==> config.mk <==
export PLATFORM = sky130hd
export DESIGN_NAME = time_keeper_flat
export DESIGN_NICKNAME = d
export VERILOG_FILES = /design/src/rtl/time_keeper_if.sv /design/src/rtl/time_keeper.sv /design/src/flat_wrapper.sv
export SDC_FILE = /design/constraint.sdc
export NUM_CORES = 1
export LEC_CHECK = 0
export ABC_CLOCK_PERIOD_IN_PS = 4400
export CAP_MARGIN = 20
export CORE_MARGIN = 1.5
export CORE_UTILIZATION = 40
export DETAILED_ROUTE_END_ITERATION = 8
export HOLD_SLACK_MARGIN = 0.12
export MAX_ROUTING_LAYER = met4
export PLACE_DENSITY = 0.7
export SETUP_SLACK_MARGIN = 0.5
export SLEW_MARGIN = 25
export SYNTH_ARGS = -nofsm -noshare
export SYNTH_HDL_FRONTEND = slang
export SYNTH_SLANG_ARGS = --single-unit
==> constraint.sdc <==
create_clock -name clk -period 4.4 [get_ports clk]
set_input_delay 0.88 -clock clk [delete_from_list [all_inputs] [get_ports clk]]
set_output_delay 0.88 -clock clk [all_outputs]
set_load 0.02 [all_outputs]
==> src/rtl/time_keeper_if.sv <==
`default_nettype none
//------------------------------------------------------------------------------
// Module   : time_keeper_if
// Brief    : Button inputs and registered time outputs of the timekeeping core.
// Revision : 1.0 - initial release
//------------------------------------------------------------------------------
interface time_keeper_if;
    logic       btn_mode;
    logic       btn_inc;
    logic [3:0] hours;
    logic [5:0] mins;
    logic [5:0] secs;
    logic       pm;
    logic       sec_tick;
    logic [1:0] set_mode;

    modport master (
        output btn_mode, btn_inc,
        input  hours, mins, secs, pm, sec_tick, set_mode
    );

    modport slave (
        input  btn_mode, btn_inc,
        output hours, mins, secs, pm, sec_tick, set_mode
    );
endinterface
`default_nettype wire

==> src/rtl/time_keeper.sv <==
`default_nettype none
//------------------------------------------------------------------------------
// Module   : time_keeper
// Brief    : 1 Hz prescaler, 12-hour clock with AM/PM and two-button set FSM.
// Revision : 1.0 - initial release
//------------------------------------------------------------------------------
module time_keeper #(
    parameter int TICKS_PER_SEC = 50000000
) (
    input  wire              clk,
    input  wire              rst,
    time_keeper_if.slave     bus
);

    localparam int CNT_W = (TICKS_PER_SEC > 1) ? $clog2(TICKS_PER_SEC) : 1;
    localparam logic [CNT_W-1:0] c_presc_last = CNT_W'(TICKS_PER_SEC - 1);

    typedef enum logic [1:0] {
        RUN   = 2'b00,
        SET_H = 2'b01,
        SET_M = 2'b10
    } state_t;

    state_t           r_state;
    state_t           w_state_nxt;

    logic             r_mode_s1, r_mode_s2, r_mode_s3;
    logic             r_inc_s1,  r_inc_s2,  r_inc_s3;
    logic             w_mode_p;
    logic             w_inc_p;
    logic             w_inc_act;
    logic             w_tick;

    logic [CNT_W-1:0] r_presc;
    logic [3:0]       r_hours;
    logic [5:0]       r_mins;
    logic [5:0]       r_secs;
    logic             r_pm;
    logic             r_sec_tick;

    // Any out-of-range hour recovers to 1 so the sequence can never stick.
    function automatic logic [3:0] next_hour(input logic [3:0] h);
        if (h >= 4'd12 || h == 4'd0)
            return 4'd1;
        return h + 4'd1;
    endfunction

    always_ff @(posedge clk) begin
        if (rst) begin
            r_mode_s1 <= 1'b0;
            r_mode_s2 <= 1'b0;
            r_mode_s3 <= 1'b0;
            r_inc_s1  <= 1'b0;
            r_inc_s2  <= 1'b0;
            r_inc_s3  <= 1'b0;
        end else begin
            r_mode_s1 <= bus.btn_mode;
            r_mode_s2 <= r_mode_s1;
            r_mode_s3 <= r_mode_s2;
            r_inc_s1  <= bus.btn_inc;
            r_inc_s2  <= r_inc_s1;
            r_inc_s3  <= r_inc_s2;
        end
    end

    assign w_mode_p  = r_mode_s2 & ~r_mode_s3;
    assign w_inc_p   = r_inc_s2  & ~r_inc_s3;
    assign w_inc_act = w_inc_p & ~w_mode_p;
    assign w_tick    = (r_state == RUN) && (r_presc == c_presc_last);

    always_ff @(posedge clk) begin
        if (rst)
            r_state <= RUN;
        else
            r_state <= w_state_nxt;
    end

    always_comb begin
        w_state_nxt = r_state;
        case (r_state)
            RUN:     if (w_mode_p) w_state_nxt = SET_H;
            SET_H:   if (w_mode_p) w_state_nxt = SET_M;
            SET_M:   if (w_mode_p) w_state_nxt = RUN;
            default: w_state_nxt = RUN;
        endcase
    end

    always_ff @(posedge clk) begin
        if (rst) begin
            r_presc    <= '0;
            r_hours    <= 4'd12;
            r_mins     <= 6'd0;
            r_secs     <= 6'd0;
            r_pm       <= 1'b0;
            r_sec_tick <= 1'b0;
        end else begin
            r_sec_tick <= w_tick;
            case (r_state)
                RUN: begin
                    if (w_tick) begin
                        r_presc <= '0;
                        if (r_secs >= 6'd59) begin
                            r_secs <= 6'd0;
                            if (r_mins >= 6'd59) begin
                                r_mins  <= 6'd0;
                                r_hours <= next_hour(r_hours);
                                if (r_hours == 4'd11)
                                    r_pm <= ~r_pm;
                            end else begin
                                r_mins <= r_mins + 6'd1;
                            end
                        end else begin
                            r_secs <= r_secs + 6'd1;
                        end
                    end else begin
                        r_presc <= r_presc + CNT_W'(1);
                    end
                    // Entering SET_H throws away the partial second.
                    if (w_mode_p)
                        r_presc <= '0;
                end
                SET_H: begin
                    r_presc <= '0;
                    if (w_inc_act) begin
                        r_hours <= next_hour(r_hours);
                        if (r_hours == 4'd11)
                            r_pm <= ~r_pm;
                    end
                end
                SET_M: begin
                    r_presc <= '0;
                    if (w_inc_act)
                        r_mins <= (r_mins >= 6'd59) ? 6'd0 : r_mins + 6'd1;
                    if (w_mode_p)
                        r_secs <= 6'd0;
                end
                default: r_presc <= '0;
            endcase
        end
    end

    assign bus.hours    = r_hours;
    assign bus.mins     = r_mins;
    assign bus.secs     = r_secs;
    assign bus.pm       = r_pm;
    assign bus.sec_tick = r_sec_tick;
    assign bus.set_mode = r_state;

endmodule
`default_nettype wire

==> src/flat_wrapper.sv <==
// flat-port wrapper written by rule: the top's interface ports become plain ports
module time_keeper_flat 
#(
    parameter int TICKS_PER_SEC = 50000000
)
  (clk, rst, bus_btn_mode, bus_btn_inc, bus_hours, bus_mins, bus_secs, bus_pm, bus_sec_tick, bus_set_mode);
  time_keeper_if bus_i ();
  input  wire clk;
  input  wire rst;
  input wire logic [$bits(bus_i.btn_mode)-1:0] bus_btn_mode;
  input wire logic [$bits(bus_i.btn_inc)-1:0] bus_btn_inc;
  output wire logic [$bits(bus_i.hours)-1:0] bus_hours;
  output wire logic [$bits(bus_i.mins)-1:0] bus_mins;
  output wire logic [$bits(bus_i.secs)-1:0] bus_secs;
  output wire logic [$bits(bus_i.pm)-1:0] bus_pm;
  output wire logic [$bits(bus_i.sec_tick)-1:0] bus_sec_tick;
  output wire logic [$bits(bus_i.set_mode)-1:0] bus_set_mode;
  assign bus_i.btn_mode = bus_btn_mode;
  assign bus_i.btn_inc = bus_btn_inc;
  assign bus_hours = bus_i.hours;
  assign bus_mins = bus_i.mins;
  assign bus_secs = bus_i.secs;
  assign bus_pm = bus_i.pm;
  assign bus_sec_tick = bus_i.sec_tick;
  assign bus_set_mode = bus_i.set_mode;
  time_keeper #(.TICKS_PER_SEC(TICKS_PER_SEC)) u_core (.clk(clk), .rst(rst), .bus(bus_i));
endmodule
==> impl_metrics.py <==
# Flow results
metrics = {
    "run_status": {
        "status": "completed",
    },
    "route": {
        "drt_pre_antenna_iters": 5,
        "wl_met1_um": 2450,
        "top_layer": "met4",
        "met3_length_um": 165,
        "dr_wl_met2_um": 2230,
        "dr.first_iter.drc_count": 104,
    },
    "floorplan": {
        "dieWidth_um": 81.8,
        "die_area_um2": 6690,
        "core-area_um2": 5960,
        "die_h_um": 81.8,
    },
    "logic_synthesis": {
        "synth_area_um2": 2480,
        "async_reset_ff_frac": 0,
        "synth.distinct_cells": 50,
        "syn_avg_cell_area_um2": 8.69,
        "synth_flops": 52,
        "ys_seq_frac": 0.419,
        "yosys-top-cells-area": "dfxtp_1 42%, xnor2_1 6.0%, nor2_1 5.3%",
        "syn-num-nets": 295,
        "synth-edff-count": 0,
        "ys_cells": 286,
    },
    "power": {
        "seq_power_share": 0.620,
        "p_leak_nw": 1.01,
        "power-top-group": "registers",
        "comb-power_uw": 35.1,
        "p_sw_uw": 180,
        "p_per_area_nw_per_um2": 273,
        "p_clk_frac": 0.335,
    },
    "place": {
        "globalplace.congestion": 0.817,
        "preCtsSetupSlack_ns": 1.65,
        "place.port_buffers": 23,
    },
    "clock_tree": {
        "clockBufferDepth": 2,
        "clk_root_buffer_cell": "clkbuf_8",
    },
    "cells_and_area": {
        "drive_above_1_share": 0.0519,
        "final_cells": 383,
        "post-route-util": 0.481,
        "final_cell_mix": "52 x dfxtp_1, 35 x nor2_1, 23 x clkdlybuf4s50_1",
        "antenna_cells": 0,
        "final_common_cell": "dfxtp_1",
    },
    "setup_path": {
        "start_kind": "flop",
        "path_buffers": 1,
        "endpoint_kind": "output port",
        "timing.rr.start": "u_core.bus.mins[0]",
        "crit_family": "buffers and inverters",
    },
    "final_timing": {
        "finalSetupViolations": 0,
        "fin_crit_sh": 0.577,
        "fin_setup_tns_ns": 0,
        "worst_pin_slew_ns": 0.799,
        "final_max_slew_viol_count": 0,
        "max_freq_mhz": 394,
        "finClkSkew_ns": 0.0139,
        "relSlewSlack": 0.466,
    },
    "min_path": {
        "hold_start": "u_core.r_inc_s1",
    },
    "flow_run": {
        "tool_warnings": 27,
    },
    "global_routing": {
        "top_usage_layer": "met2",
        "grt_pass1_vias": 1836,
        "track_usage": 0.162,
        "use_met3": 0.0267,
        "grt_max_degree": 29,
        "grt_pass1_wl_um": 8360,
        "overflow": 0,
    },
}
## logic make-up after synthesis
group / count (synthesis) / synth area share
buffers and inverters: 22 / 0.0337
xor gates and xnor gates: 25 / 0.0881
adders and majority gates: 6 / 0.0292
DFF: 52 / 0.419
muxes: 2 / 0.00856
AOI/OAI and AO/OA: 40 / 0.122
and+or+nand+nor: 139 / 0.299
## final cells by class
class | count | area [µm²]
clock buffer | 5 | 68.8
clock inverter | 3 | 18.8
fill | 589 | 3090
inverter | 12 | 45.0
multi-input combinational | 212 | 1360
sequential | 52 | 1040
tap | 75 | 93.8
timing repair buffer | 24 | 238
## path summary, 6_finish.rpt
path,end,slack [ns],cells after the start
min,u_core.r_inc_s2,0.44,1
min reg2reg,u_core.r_inc_s2,0.44,1
max,bus_set_mode[0],1.86,1
max reg2reg,u_core.bus.hours[2],2.07,6
Figure 1. The clock network.
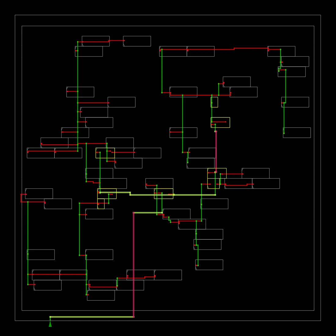
Num CTS Buffers: 5
clock sink count: 52
Latency at later pin: 0.30 ns

Figure 2. Metal 2.
The bar under the picture is 20 µm long.
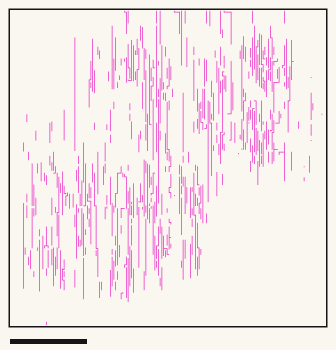
The wires run mostly vertical. 262 nets have wire on it.
met2 Resource Use GR: 0.243
Routed Wire Length: 4880 µm

Power figures rest on the tool's default switching activity, not on a simulated workload.
